`src/rtl/shreg_pkg.sv`:
```
// Shared constants for the s74194 frame sequencer: mode codes and FSM state encoding.
// SHREG_SEQ_PARITY_EN adds the PAR state.
package shreg_pkg;

    localparam logic [1:0] MODE_HOLD = 2'b00;
    localparam logic [1:0] MODE_SHR  = 2'b01;
    localparam logic [1:0] MODE_SHL  = 2'b10;
    localparam logic [1:0] MODE_LOAD = 2'b11;

    typedef enum logic [2:0] {
        ST_IDLE  = 3'd0,
        ST_LOAD  = 3'd1,
        ST_SHIFT = 3'd2,
`ifdef SHREG_SEQ_PARITY_EN
        ST_PAR   = 3'd4,
`endif
        ST_GAP   = 3'd3
    } state_t;

    function automatic logic [1:0] dir_mode(input logic dir);
        return dir ? MODE_SHL : MODE_SHR;
    endfunction

endpackage

```
`src/rtl/shreg_seq_if.sv`:
```
// Byte-offer handshake into the sequencer.
interface shreg_seq_if;
    logic       in_valid;
    logic       in_ready;
    logic [7:0] in_data;
    logic       in_dir;
    logic       fill;

    modport master (output in_valid, in_data, in_dir, fill, input in_ready);
    modport slave  (input in_valid, in_data, in_dir, fill, output in_ready);
endinterface

```
`src/rtl/shreg_seq.sv`:
```
// Frame sequencer driving an s74194: LOAD, SHIFT_LEN shifts, optional parity, GAP holds.
// Define SHREG_SEQ_PARITY_EN to append one even-parity shift cycle per frame.
module shreg_seq
    import shreg_pkg::*;
#(
    parameter int SHIFT_LEN = 8,
    parameter int GAP       = 0
) (
    input  logic        clk,
    input  logic        rst,
    shreg_seq_if.slave  bus,
    output logic [1:0]  mode,
    output logic [7:0]  pin,
    output logic        sin,
    output logic        busy,
    output logic        done
);
    localparam logic [3:0] LEN_M1 = 4'(SHIFT_LEN - 1);
    localparam logic [3:0] GAP_M1 = 4'((GAP > 0) ? GAP - 1 : 0);

    state_t     state, state_n;
    logic [3:0] cnt, cnt_n;
    logic       dir_q, fill_q, ready_q;
    logic [1:0] mode_n;
    logic       sin_n, done_n, take;

    assign take         = bus.in_valid && ready_q;
    assign bus.in_ready = ready_q;

    always_ff @(posedge clk) begin
        if (rst) begin
            state   <= ST_IDLE;
            cnt     <= 4'd0;
            mode    <= MODE_HOLD;
            pin     <= 8'h00;
            sin     <= 1'b0;
            busy    <= 1'b0;
            done    <= 1'b0;
            ready_q <= 1'b0;
            dir_q   <= 1'b0;
            fill_q  <= 1'b0;
        end else begin
            state   <= state_n;
            cnt     <= cnt_n;
            mode    <= mode_n;
            sin     <= sin_n;
            busy    <= (state_n != ST_IDLE);
            done    <= done_n;
            ready_q <= (state_n == ST_IDLE);
            // pin doubles as the latched byte for the whole frame
            if (take) begin
                pin    <= bus.in_data;
                dir_q  <= bus.in_dir;
                fill_q <= bus.fill;
            end
        end
    end

    always_comb begin
        state_n = state;
        cnt_n   = cnt;
        done_n  = 1'b0;
        case (state)
            ST_IDLE: if (take) state_n = ST_LOAD;
            ST_LOAD: begin
                state_n = ST_SHIFT;
                cnt_n   = LEN_M1;
            end
            ST_SHIFT: begin
                if (cnt != 4'd0) begin
                    cnt_n = cnt - 4'd1;
                end else begin
`ifdef SHREG_SEQ_PARITY_EN
                    state_n = ST_PAR;
`else
                    done_n  = 1'b1;
                    state_n = (GAP == 0) ? ST_IDLE : ST_GAP;
                    cnt_n   = GAP_M1;
`endif
                end
            end
`ifdef SHREG_SEQ_PARITY_EN
            ST_PAR: begin
                done_n  = 1'b1;
                state_n = (GAP == 0) ? ST_IDLE : ST_GAP;
                cnt_n   = GAP_M1;
            end
`endif
            ST_GAP: begin
                if (cnt != 4'd0) cnt_n = cnt - 4'd1;
                else             state_n = ST_IDLE;
            end
            default: state_n = ST_IDLE;
        endcase

        // outputs are registered, so decode them from the upcoming state
        mode_n = MODE_HOLD;
        sin_n  = 1'b0;
        case (state_n)
            ST_LOAD:  mode_n = MODE_LOAD;
            ST_SHIFT: begin
                mode_n = dir_mode(dir_q);
                sin_n  = fill_q;
            end
`ifdef SHREG_SEQ_PARITY_EN
            ST_PAR: begin
                mode_n = dir_mode(dir_q);
                sin_n  = ^pin;
            end
`endif
            default: ;
        endcase
    end
endmodule

```
`src/flat_wrapper.sv`:
```
// flat-port wrapper written by rule: the top's interface ports become plain ports
module shreg_seq_flat import shreg_pkg::*;
#(
    parameter int SHIFT_LEN = 8,
    parameter int GAP       = 0
)
  (clk, rst, mode, pin, sin, busy, done, bus_in_valid, bus_in_data, bus_in_dir, bus_fill, bus_in_ready);
  shreg_seq_if bus_i ();
  input  logic clk;
  input  logic rst;
  output logic [1:0] mode;
  output logic [7:0] pin;
  output logic sin;
  output logic busy;
  output logic done;
  input wire logic [$bits(bus_i.in_valid)-1:0] bus_in_valid;
  input wire logic [$bits(bus_i.in_data)-1:0] bus_in_data;
  input wire logic [$bits(bus_i.in_dir)-1:0] bus_in_dir;
  input wire logic [$bits(bus_i.fill)-1:0] bus_fill;
  output wire logic [$bits(bus_i.in_ready)-1:0] bus_in_ready;
  assign bus_i.in_valid = bus_in_valid;
  assign bus_i.in_data = bus_in_data;
  assign bus_i.in_dir = bus_in_dir;
  assign bus_i.fill = bus_fill;
  assign bus_in_ready = bus_i.in_ready;
  shreg_seq #(.SHIFT_LEN(SHIFT_LEN), .GAP(GAP)) u_core (.clk(clk), .rst(rst), .bus(bus_i), .mode(mode), .pin(pin), .sin(sin), .busy(busy), .done(done));
endmodule
```
`config.mk`:
```
export PLATFORM = sky130hd
export DESIGN_NAME = shreg_seq_flat
export DESIGN_NICKNAME = d
export VERILOG_FILES = /design/src/rtl/shreg_pkg.sv /design/src/rtl/shreg_seq_if.sv /design/src/rtl/shreg_seq.sv /design/src/flat_wrapper.sv
export SDC_FILE = /design/constraint.sdc
export NUM_CORES = 1
export LEC_CHECK = 0
export CORE_MARGIN = 2
export CORE_UTILIZATION = 50
export CTS_BUF_LIST = sky130_fd_sc_hd__clkbuf_8
export CTS_CLUSTER_DIAMETER = 50
export DETAILED_ROUTE_END_ITERATION = 7
export HOLD_SLACK_MARGIN = 0.02
export MAX_ROUTING_LAYER = met4
export PLACE_DENSITY = 0.83
export SETUP_SLACK_MARGIN = 0.15
export SLEW_MARGIN = 5
export SYNTH_ARGS = -nofsm -noshare
export SYNTH_HDL_FRONTEND = slang
export SYNTH_SLANG_ARGS = --single-unit
```
`constraint.sdc`:
```
create_clock -name clk -period 3.61 [get_ports clk]
set_clock_uncertainty 0.2 [all_clocks]
set_input_delay 0.5415 -clock clk [delete_from_list [all_inputs] [get_ports clk]]
set_output_delay 0.5415 -clock clk [all_outputs]
set_load 0.01 [all_outputs]
```
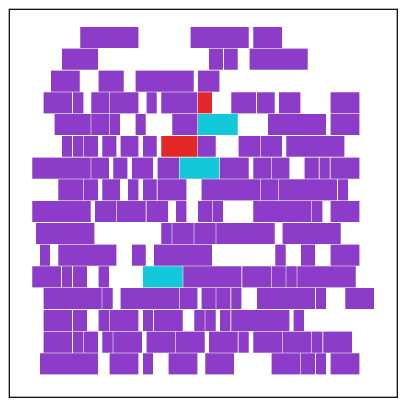
(images/drive_strength.png)
Scale: 8 px per um.
Purple stands for drive 1 or less, cells 134, most used clkdlybuf4s50_1. Cyan stands for drive 6 and up, cells 3, most used clkbuf_8. Red stands for drive 2, cells 2.
Syn-to-layout area delta: 32.2%
post-route design area: 0.00130 mm2
Non-clock buffers: 26
Setup WS post-layout: 1700 ps

==> flow_metrics.tcl <==
# flow metrics
set metrics [dict create \
    status "finished, final reports clean" \
    place_congestion 0.802 \
    cp_slowest_cell "clkdlybuf4s50_1" \
    place_area_mm2 0.00125 \
    globalRouteOverflowTotal 0 \
    via_count 872 \
    power.density_mw_per_mm2 378 \
    largest_area_cell "dfxtp_1" \
    fp_util 0.516 \
    path_clk_slew_ps 80 \
    clock.fmax_mhz 523 \
    nets 155 \
    worstPathMaxFanout 16 \
    tapCellCount 27 \
    slew_viol_final 0 \
    clock_buffers 3 \
    leakage_nw 0.472 \
    synthesis.instances 115 \
    die_y_um 48.3 \
    preCtsSetupSlack_ps 1400 \
    htreeDepth 1 \
    worstHoldPathType "flip-flop to flip-flop" \
    required_ps 3590 \
    die_x_um 48.3 \
    ir_drop_v 0.000307 \
    critPathKind "input pin to flip-flop" \
    drive_gt1_frac 0.0360 \
    rows 16 \
    slew_headroom 0.609 \
    inverters 5 \
    holdBufCountCts 0 \
    syn_nets 130 \
    routed_wl_um 2060 \
    rsz0062_at_grt "no" \
    sh_comb_area 0.369 \
    root_buffer "clkbuf_8" \
    largest-register "u_core.pin" \
    yosys.stat.seqShare 0.469 \
    worstSetupStartpointType "input pin" \
    avgSynthCellArea_um2 8.54 \
    syn-cell-area_um2 982 \
    buffer_area_frac 0.200 \
    dominant_cells "combinational gates" \
    place_inst 162 \
    dp_hpwl_um 1540 \
    viasPerCell 5.25 \
    internal_power_w 0.000374 \
    yosys_cells 115 \
    largestRegisters "u_core.pin (8), u_core.cnt (4), u_core.state (3)" \
    hold_viol 0 \
    antenna_cells 0 \
    drtAntennaViolNets 0 \
    yosysChipArea_um2 982 \
    mostFrequentLayoutCells "clkdlybuf4s50_1, dfxtp_1, nand2_1" \
    grt_max_degree 17 \
    cp_cell_sequence "clkdlybuf4s50_1 > or2_1 > a211oi_1" \
    drv_cap 0 \
    clock_path_buffers 2 \
    ff_type "dfxtp_1" \
    area_leaders "dfxtp_1, nand2_1, a21oi_1, a31oi_1, ha_1" \
    p_sw_w 0.000116 \
    power_leader "registers" \
    layout_min_cycle_time_ps 1910 \
    cts_sinks 23 \
    pg_comb_w 0.0000625 \
    first_global_vias 815 \
    ios 27 \
    switching_share 0.237 \
    async_flop_share 0 \
    drtIter0Drc 10 \
    synth.distinct_cells 33 \
    final_common_cell "clkdlybuf4s50_1" \
    ys.flops 23 \
    dieArea_mm2 0.00233 \
    pwr-share-clk 0.320 \
    max_stage_delay_ps 700 \
    post_drt_wl_per_cell_um 12.4 \
    cp.arrival_ps 1890 \
    core_mm2 0.00190 \
    fin_crit_sh 0.530 \
    grt.total_usage 0.192 \
    fillers 161 \
    edf_count 0 \
    cts_buffers 3 \
    sequential_cell_total 23 \
    first_pass_iters 4 \
    clock.latency.late_pin_ps 260 \
    drcViolationCount 0 \
]
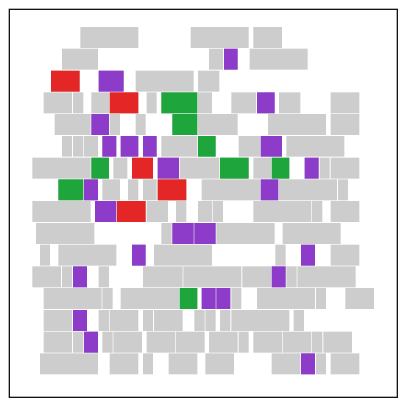
(images/gate_families.png)
Scale: 8 px per um.
Red stands for AND-OR and OR-AND gates, cells 5. Green stands for AND and OR gates, cells 8. Purple stands for inverting AOI/OAI gates, cells 24.

[stage by stage]
step / hold WS, ps / util / power, W
after detailed placement: 247 / 0.659 / 0.000340
after CTS: 258 / 0.683 / 0.000495
after global routing: 283 / 0.683 / 0.000511
after floorplan: 216 / - / 0.000307
final: 251 / 0.683 / 0.000491
after global placement: 240 / 0.659 / 0.000337
[synthesized netlist by cell type (all sizes together) (2+ instances only)]
library cell	n
dfxtp	23
nand2	22
a21oi	13
clkbuf	5
inv	5
nor2	5
a31oi	4
a211oi	3
nand2b	3
nand3	3
nor3b	3
ha	2
nand3b	2
nor3	2
or2	2
or3b	2
[final timing paths]
| path | startpoint | to | slack [ps] | cells past startpoint |
|---|---|---|---|---|
| worst min-delay path | u_core.fill_q$_SDFFE_PP0P_ | u_core.sin$_SDFF_PP0_ | 250 | 2 |
| worst min register to register | u_core.fill_q$_SDFFE_PP0P_ | u_core.sin$_SDFF_PP0_ | 250 | 2 |
| worst max register to register | u_core.cnt[0]$_SDFFE_PP0P_ | u_core.mode[0]$_SDFF_PP0_ | 1820 | 5 |
| worst max-delay path | rst | u_core.busy$_SDFF_PP0_ | 1700 | 3 |
[cell families after synthesis]
group                      Yosys count  share of synthesized area
DFF                                 23                      0.469
AOI/OAI and AO/OA                   29                      0.192
buffers and inverters               11                     0.0433
other                                1                    0.00382
and+or+nand+nor                     49                      0.266
adders and majority gates            2                     0.0255
[per-layer routing]
metal	vias up	global-route usage	part of all wire
met5	-	-	0
met2	15	0.331	0.52
li1	452	-	-
met1	403	0.234	0.44
met4	0	0.0429	0.0034
met3	2	0.0401	0.035
[critical path, delay by kind of cell]
family	cells	cell delay, ps
simple gates	1	450
compound gates	1	200
buf+inv	1	700
Power figures rest on the tool's default switching activity, not on a simulated workload.
